Floorplan with the power grid:
Pins as bars on the die edge. Tap cells in grey.
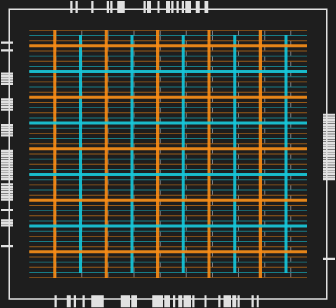
Cells coloured by class:
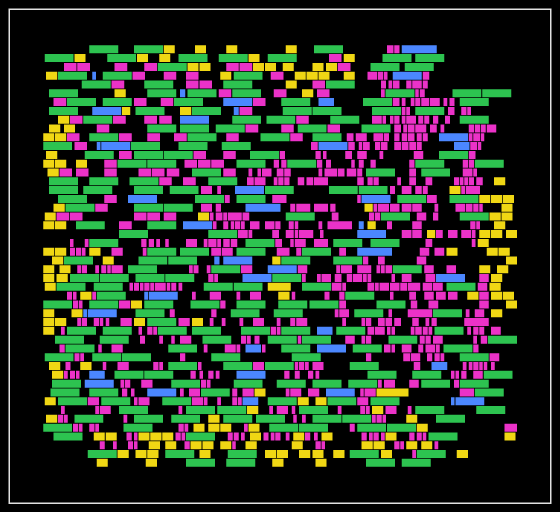
Clock network drawn from the DEF:
The bar under the picture is 50 µm long.
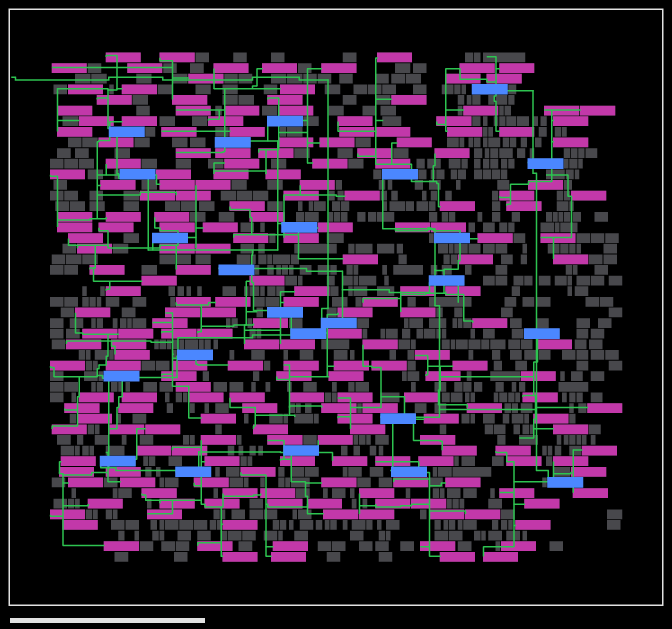
Signal wires by layer:
The bar under the picture is 50 µm long.
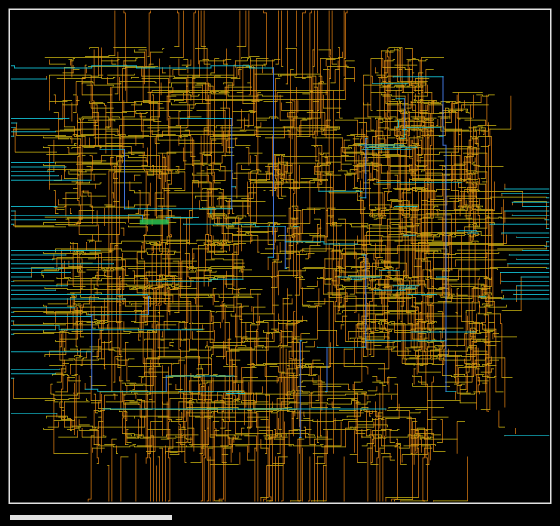
Design me_pixel_fetch, sky130hd; sources not shown.
==> impl_metrics.toml <==
# implementation run metrics
[route]
firstDrtPassIters = 4
dr_wl_met2_um = 11900
drt.antenna.violating_nets = 0
drc = 0
post_drt_via_cell_ratio = 5.42
wl_met3_um = 1580
highest_layer = "met5"
drt_first_iter_violations = 439

[placement]
place.gp.congestion = 0.915
placement.cell_area_um2 = 11100
buffer_ports.inserted = 140
place.detailed.instances = 1198
pre_cts_slack_ns = 4.67

[worst_setup_path]
timing.critical_path.required_ns = 8.76
end_kind = "primary output"
cp_common_cell = "sky130_fd_sc_hd__clkdlybuf4s50_1"
path_class = "input port to primary output"
r2r_cells = 7
crit_path_top_delay_cell = "sky130_fd_sc_hd__clkdlybuf4s50_1"

[grt]
overflow = 0
groute.layer.met2.usage_pct = 31.2
grt_pass1_vias = 7060
grt-busiest-layer = "met2"

[cells_and_area]
layout_non_clock_buf_share_pct = 12.4
layout.cells.most_common = "sky130_fd_sc_hd__dfrtp_1"
final_layout_clock_cell_area_share_pct = 6.87
syn_to_final_growth_pct = 26.2
n_all_buffers = 147
regArea_um2 = 5660
seq_cells = 226
nNonClkInverters = 50
area.combinational_um2 = 3540
drive_gt1_share_pct = 12.4
nMultiInputCombCells = 527
layout.cells.non_filler = 1243

[yosys]
syn-mean-instance-area_um2 = 11.4
post-synth-top-count-cell = "sky130_fd_sc_hd__dfrtp_1"
yosys_warnings = 0
xor_share_pct = 3.13
synth-async-reset-ratio_pct = 100
synth_adder_area_share_pct = 1.05
synth_nets = 859
synth-main-ff-cell = "sky130_fd_sc_hd__dfrtp_1"
top_cells_by_area_synth = "sky130_fd_sc_hd__dfrtp_1 (59%), sky130_fd_sc_hd__mux2_2 (7.6%), sky130_fd_sc_hd__mux2i_1 (3.7%)"
netlist_area_um2 = 9520
post_synth_most_frequent_cells = "sky130_fd_sc_hd__dfrtp_1 (226), sky130_fd_sc_hd__nand2_1 (75), sky130_fd_sc_hd__mux2_2 (64), sky130_fd_sc_hd__nor2_1 (62), sky130_fd_sc_hd__o21ai_0 (58)"
synth.mux.area_fraction_pct = 11.3
ys.flops = 226
synth_top_cell_by_area = "sky130_fd_sc_hd__dfrtp_1"
count_of_mapped_cells_out_of_synthesis = 837

[clock_tree]
clock_sink_count = 226
cts_buffers = 24
htree_num_levels = 1
cts-root-to-sink-buffers = 3
cts-hold-fix-buffers = 0
post_cts.resized_instances = 0
tritoncts = "yes"
cts_setup_buffers = 0

[final_timing]
report.final.hold_viol_count = 0
setup-tns-final_ns = 0
final_max_slew_viol_count = 0
timing.final.crit_period_ns = 6.53
timing.final.ws_setup_ns = 4.67
slew_headroom_pct = 28.4
crit_share_post_route_pct = 58.3
finalSetupViolations = 0

[hold_path]
min_delay_path_depth = 2
worst_min_delay_path_category = "register to register"

[power]
p_per_cell_area_nw_per_um2 = 173
power_switching_share_pct = 27.5
p_seq_share_pct = 44.9
powerSeq_uw = 931
pg_comb_uw = 339
switching_power_uw = 571
power.share.combinational_pct = 16.4

[status]
outcome = "finished, final reports clean"

[floorplanning]
fp_util_pct = 49.7
chip_area_um2 = 25400
floorplan.tapcells = 250
-- 'floorplan with the power grid' (at the start) --
- VSS: orange
- VDD: cyan
- met4 straps: 10
- met1 rails: 49
- tap cells: 250
vertical die size: 152 µm
Chip Width: 167 µm
area of the placeable core: 19200 µm²
worst vdd ir: 0.115 mV

-- 'cells coloured by class' (at the start) --
- remaining logic cells: magenta (cells 577; share of their area 32%)
- remaining buffers and delay cells: yellow (cells 147; share of their area 13%)
- registers: green (cells 226; share of their area 48%)
- clock drivers and dummy loads: blue (cells 43; share of their area 7.1%)
utilization after layout: 62.7%
count of standard-cell rows: 48
Seq/total area: 47.1%

-- 'clock network drawn from the DEF' (at the start) --
- flip-flops: magenta (count 226)
- clock wires: green (length 2690 µm)
- clock-net drivers: blue (count 24)
- routed clock nets: 25
clock network power share: 38.8%
clock network power: 805 µW
Latency at later pin: 0.52 ns

-- 'signal wires by layer' (at the start) --
- M1: yellow (wire length 10100 µm)
- M2: orange (wire length 11900 µm)
- M3: cyan (wire length 1580 µm)
- M5: green (wire length 7.40 µm)
- M4: blue (wire length 353 µm)
via count of the routed design: 6734
global routing usage summed across all routing layers: 18.5%

Power and IR drop assume default switching activity.
